==> src/rtl/flee_rx_sink.sv <==
// flee_rx_sink: receive endpoint for a NoC flee egress port.
// It accepts flits over valid/ready and applies a periodic back-pressure
// window to ready. Each accepted flit is counted, recorded as the last
// flit, and folded into a rotate-XOR signature. The block flags
// completion, overflow after completion, and a no-progress watchdog.
module flee_rx_sink #(
  parameter int DW        = 32,
  parameter int CNT_W     = 32,
  parameter int BP_PERIOD = 16,
  parameter int BP_ON     = 16,
  parameter int WD_WIN    = 10000
) (
  input  logic             clk,
  input  logic             rstn,
  input  logic             en_i,
  input  logic             clr_i,
  input  logic [CNT_W-1:0] exp_cnt_i,
  input  logic [DW-1:0]    data_i,
  input  logic             valid_i,
  output logic             ready_o,
  output logic [CNT_W-1:0] flit_cnt_o,
  output logic [DW-1:0]    sig_o,
  output logic [DW-1:0]    last_data_o,
  output logic             done_o,
  output logic             ovf_o,
  output logic             deadlock_o
);

  // Counter widths. The watchdog counter only needs to reach WD_WIN-1.
  localparam int BP_W = (BP_PERIOD > 1) ? $clog2(BP_PERIOD) : 1;
  localparam int WD_W = (WD_WIN > 2) ? $clog2(WD_WIN) : 1;

  localparam logic [BP_W-1:0]  BP_LAST = BP_W'(BP_PERIOD - 1);
  localparam logic [BP_W-1:0]  BP_ONE  = BP_W'(1);
  localparam logic [31:0]      BP_ON_U = BP_ON;
  localparam logic [WD_W-1:0]  WD_LAST = WD_W'(WD_WIN - 1);
  localparam logic [WD_W-1:0]  WD_ONE  = WD_W'(1);
  localparam logic [CNT_W-1:0] CNT_ONE = CNT_W'(1);

  typedef enum logic [1:0] {
    S_IDLE,
    S_RUN,
    S_STALL,
    S_DONE
  } state_t;

  state_t state, state_nx;

  logic [BP_W-1:0]  bp_cnt;
  logic             bp_open;
  logic [WD_W-1:0]  wd_cnt, wd_nx, wd_inc;
  logic [CNT_W-1:0] cnt_nx, cnt_inc;
  logic [DW-1:0]    sig_nx, last_nx, sig_fold;
  logic             done_nx, ovf_nx, dl_nx;
  logic             hs;

  // Back-pressure phase counter: free-running from reset, ignores clear.
  // NOTE: registers are written with non-blocking assignments so every flop
  // samples pre-edge values; blocking here would create order-dependent races.
  always_ff @(posedge clk or negedge rstn) begin
    if (!rstn)                 bp_cnt <= '0;
    else if (bp_cnt == BP_LAST) bp_cnt <= '0;
    else                       bp_cnt <= bp_cnt + BP_ONE;
  end

  // The window is open for the first BP_ON phases of each period; BP_ON at or
  // above the period keeps it always open, zero keeps it always closed.
  assign bp_open = (32'(bp_cnt) < BP_ON_U);

  // Ready depends only on registered state, the phase counter and enable,
  // never on valid_i, so the sender can rely on it combinationally.
  // NOTE: every combinational output gets a default before the case so no
  // path leaves it unassigned, which would otherwise infer a latch.
  always_comb begin
    ready_o = 1'b0;
    case (state)
      S_RUN, S_STALL: ready_o = en_i & bp_open;
      S_DONE:         ready_o = 1'b1;
      default:        ready_o = 1'b0;
    endcase
  end

  assign hs       = valid_i & ready_o;
  assign cnt_inc  = flit_cnt_o + CNT_ONE;
  assign wd_inc   = wd_cnt + WD_ONE;
  assign sig_fold = {sig_o[DW-2:0], sig_o[DW-1]} ^ data_i;

  // Next-state and datapath update: clear overrides everything, otherwise
  // the current state decides how a handshake or an idle cycle is handled.
  always_comb begin
    state_nx = state;
    cnt_nx   = flit_cnt_o;
    sig_nx   = sig_o;
    last_nx  = last_data_o;
    wd_nx    = wd_cnt;
    done_nx  = done_o;
    ovf_nx   = ovf_o;
    dl_nx    = deadlock_o;

    if (clr_i) begin
      // A handshake in this cycle completes for the sender but is dropped.
      state_nx = S_IDLE;
      cnt_nx   = '0;
      sig_nx   = '0;
      last_nx  = '0;
      wd_nx    = '0;
      done_nx  = 1'b0;
      ovf_nx   = 1'b0;
      dl_nx    = 1'b0;
    end else begin
      case (state)
        S_IDLE: begin
          if (en_i) begin
            state_nx = S_RUN;
            wd_nx    = '0;
          end
        end

        S_RUN, S_STALL: begin
          if (hs) begin
            // A handshake always beats the watchdog, and leaves STALL.
            cnt_nx  = cnt_inc;
            sig_nx  = sig_fold;
            last_nx = data_i;
            wd_nx   = '0;
            if ((exp_cnt_i != '0) && (cnt_inc == exp_cnt_i)) begin
              state_nx = S_DONE;
              done_nx  = 1'b1;
            end else begin
              state_nx = S_RUN;
            end
          end else if ((state == S_RUN) && (flit_cnt_o != '0)) begin
            // Watchdog is armed only after the first flit; it counts idle
            // cycles whether or not the sink is enabled.
            wd_nx = wd_inc;
            if (wd_inc == WD_LAST) begin
              state_nx = S_STALL;
              dl_nx    = 1'b1;
            end
          end
        end

        S_DONE: begin
          // Draining: extra flits are accepted but only flag overflow.
          if (hs) ovf_nx = 1'b1;
        end

        default: state_nx = S_IDLE;
      endcase
    end
  end

  // State register.
  always_ff @(posedge clk or negedge rstn) begin
    if (!rstn) state <= S_IDLE;
    else       state <= state_nx;
  end

  // Datapath and sticky flag registers.
  always_ff @(posedge clk or negedge rstn) begin
    if (!rstn) begin
      flit_cnt_o  <= '0;
      sig_o       <= '0;
      last_data_o <= '0;
      wd_cnt      <= '0;
      done_o      <= 1'b0;
      ovf_o       <= 1'b0;
      deadlock_o  <= 1'b0;
    end else begin
      flit_cnt_o  <= cnt_nx;
      sig_o       <= sig_nx;
      last_data_o <= last_nx;
      wd_cnt      <= wd_nx;
      done_o      <= done_nx;
      ovf_o       <= ovf_nx;
      deadlock_o  <= dl_nx;
    end
  end

endmodule

==> config.mk <==
export PLATFORM = sky130hd
export DESIGN_NAME = flee_rx_sink
export DESIGN_NICKNAME = d
export VERILOG_FILES = /design/src/rtl/flee_rx_sink.sv
export SDC_FILE = /design/constraint.sdc
export NUM_CORES = 1
export LEC_CHECK = 0
export CORE_UTILIZATION = 43
export DETAILED_ROUTE_END_ITERATION = 8
export PLACE_DENSITY = 0.73
export SYNTH_ARGS = -nofsm -noshare
export SYNTH_HDL_FRONTEND = slang
export SYNTH_SLANG_ARGS = --single-unit
==> constraint.sdc <==
create_clock -name clk -period 4.16 [get_ports clk]
set_clock_uncertainty 0.05 [all_clocks]
set_input_delay 1.04 -clock clk [delete_from_list [all_inputs] [get_ports clk]]
set_output_delay 1.04 -clock clk [all_outputs]
set_load 0.03 [all_outputs]
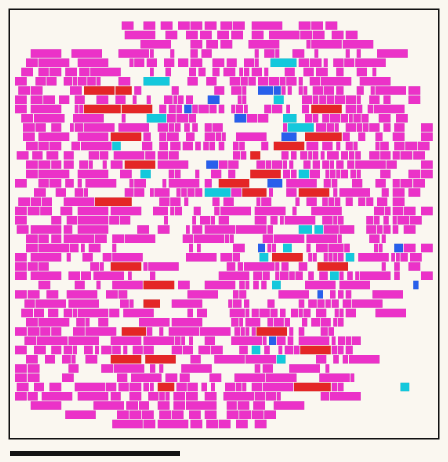
Run 1: cell sizes after repair
Bar = 50 um.
Key: x3 and x4 = cyan [cells 20]; x1 and smaller = magenta [cells 801]; x6 and larger = red [cells 27]; x2 = blue [cells 13]

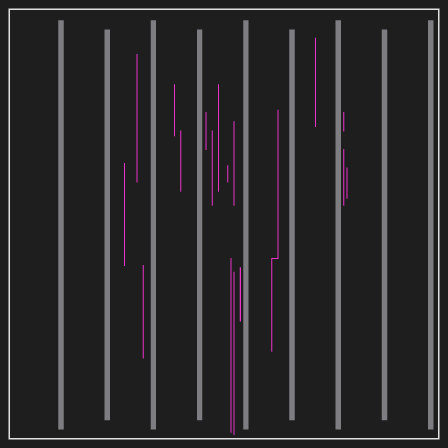
Run 1: M4 wires
Supply wires on this layer in gray.
The wires run mostly vertical. The layer holds 2.4% of the routed length. The layer carries 464 um of wire. 15 nets have wire on it.

==> flow_summary_export.csv, run 1 <==
group,metric,value,unit
status,status,"complete, but fails checks",
status,failed_checks,"DRC",
finish,nets,924,
pwr,switching_share,27.0,%
global_routing,use_met3,7.48,%
global_routing,overflow,0,
pwr,seqPwrFrac,35.7,%
synthesis,ys_cells,697,
setup_path,critPathMaxFanout,4,
final_timing,fin_tns_setup,0,ns
pwr,power_density,371,nW/um2
synthesis,ys.flops,115,
finish,area_growth,37.3,%
synthesis,synthesis.area,6570,um2
final_timing,max_slew_margin,29.7,%
drt,wl_met3,1730,um
clock_network,clockBufferDepth,2,
synthesis,synthArstFlopShare,100,%
floorplan,taps,184,
synthesis,top_area_cell,"dfrtp_1",
pwr,internal_power,2450,uW
setup_path,r2r-start,"flit_cnt_o[0]",
synthesis,fp_nets,773,
place,port-buffer-count,168,
clock_network,clock-sinks,115,
setup_path,reg2reg_to,"state[1]",
final_timing,fmax,0.279,GHz
drt,drt_wl_total,19600,um
pwr,clkPwrFrac,47.1,%
pwr,p_comb_share,17.1,%
setup_path,crit_top_cell,"clkdlybuf4s50_1",
pwr,ir_drop,0.339,mV
global_routing,gr-usage-met1,33.2,%
synthesis,top_area_share,43.8,%
clock_network,cts_root_buf,"clkbuf_16",
floorplan,die_x,126,um
drt,drc,8,
synthesis,ys_sh_adder,1.33,%
min_path,hold_depth,2,
floorplan,rows,44,
synthesis,yosys-top-cells-count,"dfrtp_1 (115), nor2_1 (80), xnor2_1 (74)",
clock_network,ctsHtreeMaxLevel,4,
finish,comb_area_share,38.5,%
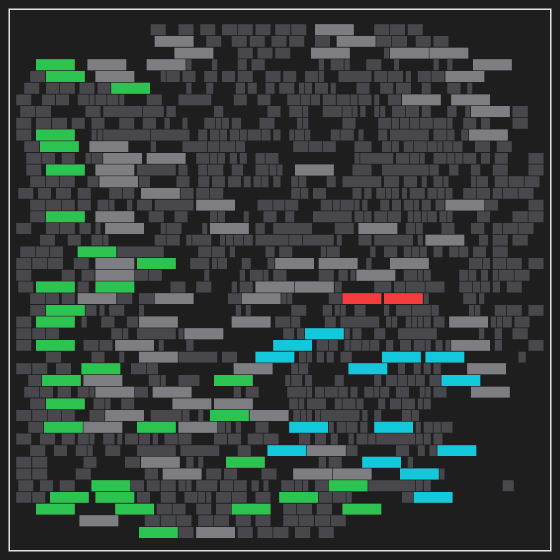
Run 1: register map, names as in the netlist
Other sequential cells in the stronger gray, the rest of the logic in the fainter gray.
Key: wd_cnt = cyan [placed flops 14]; state = red [placed flops 2]; last_data_o = green [placed flops 32]
Another 67 sequential cells are not colored.

==> run 2: changes to the inputs <==
--- a/config.mk
+++ b/config.mk
@@ -11,3 +11,4 @@
 export SYNTH_ARGS = -nofsm -noshare
 export SYNTH_HDL_FRONTEND = slang
 export SYNTH_SLANG_ARGS = --single-unit
+export TNS_END_PERCENT = 5
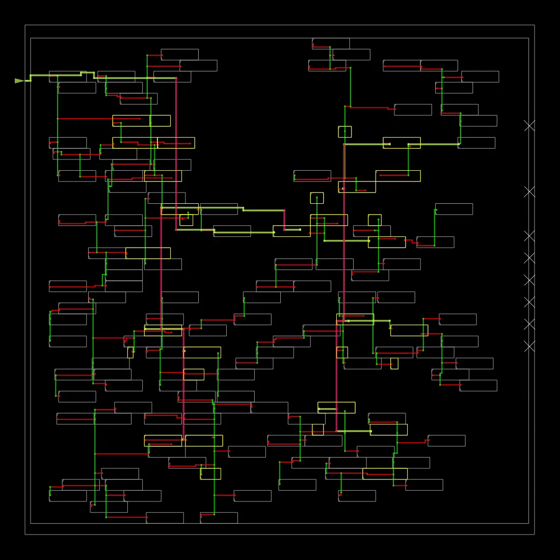
Run 2: the clock network
Clock buffer cells: 21
clock tree sinks: 115
flop count: 115

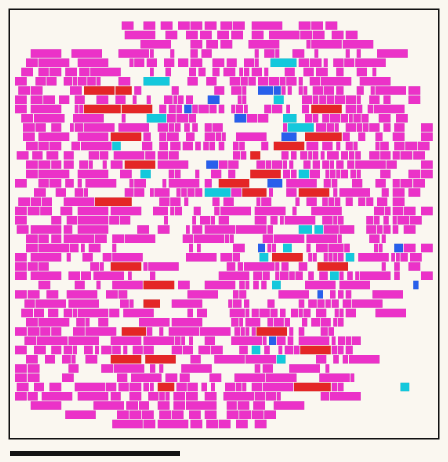
Run 2: cell sizes after repair
Bar = 50 um.
Key: x3 and x4 = cyan [cells 20]; x2 = blue [cells 13]; x1 and smaller = magenta [cells 801]; x6 and larger = red [cells 27]

==> run 2 against run 1 <==
The run still ends with DRC left. Die area did not move. Via count unchanged. Clock power barely moved. Largest power group unchanged. Register-to-register slack hardly changed. Sequential power barely moved. Hold slack is the same. Global-route usage is the same.
==> flow_summary_export.csv, run 2 <==
group,metric,value,unit
global_routing,gr-usage-met1,33.2,%
synthesis,ys_sh_adder,1.33,%
synthesis,synthesis.area,6570,um2
pwr,seqPwrFrac,35.7,%
pwr,power_density,371,nW/um2
synthesis,synthArstFlopShare,100,%
synthesis,ys_cells,697,
drt,drc,8,
final_timing,max_slew_margin,29.7,%
synthesis,ys.flops,115,
floorplan,taps,184,
pwr,clkPwrFrac,47.1,%
finish,nets,924,
pwr,p_comb_share,17.1,%
drt,drt_wl_total,19600,um
pwr,switching_share,27.0,%
finish,area_growth,37.3,%
status,status,"complete, but fails checks",
synthesis,fp_nets,773,
global_routing,use_met3,7.48,%
status,failed_checks,"DRC",
setup_path,reg2reg_to,"state[1]",
synthesis,yosys-top-cells-count,"dfrtp_1 (115), nor2_1 (80), xnor2_1 (74)",
setup_path,crit_top_cell,"clkdlybuf4s50_1",
Power is estimated from default activity; no workload was simulated.
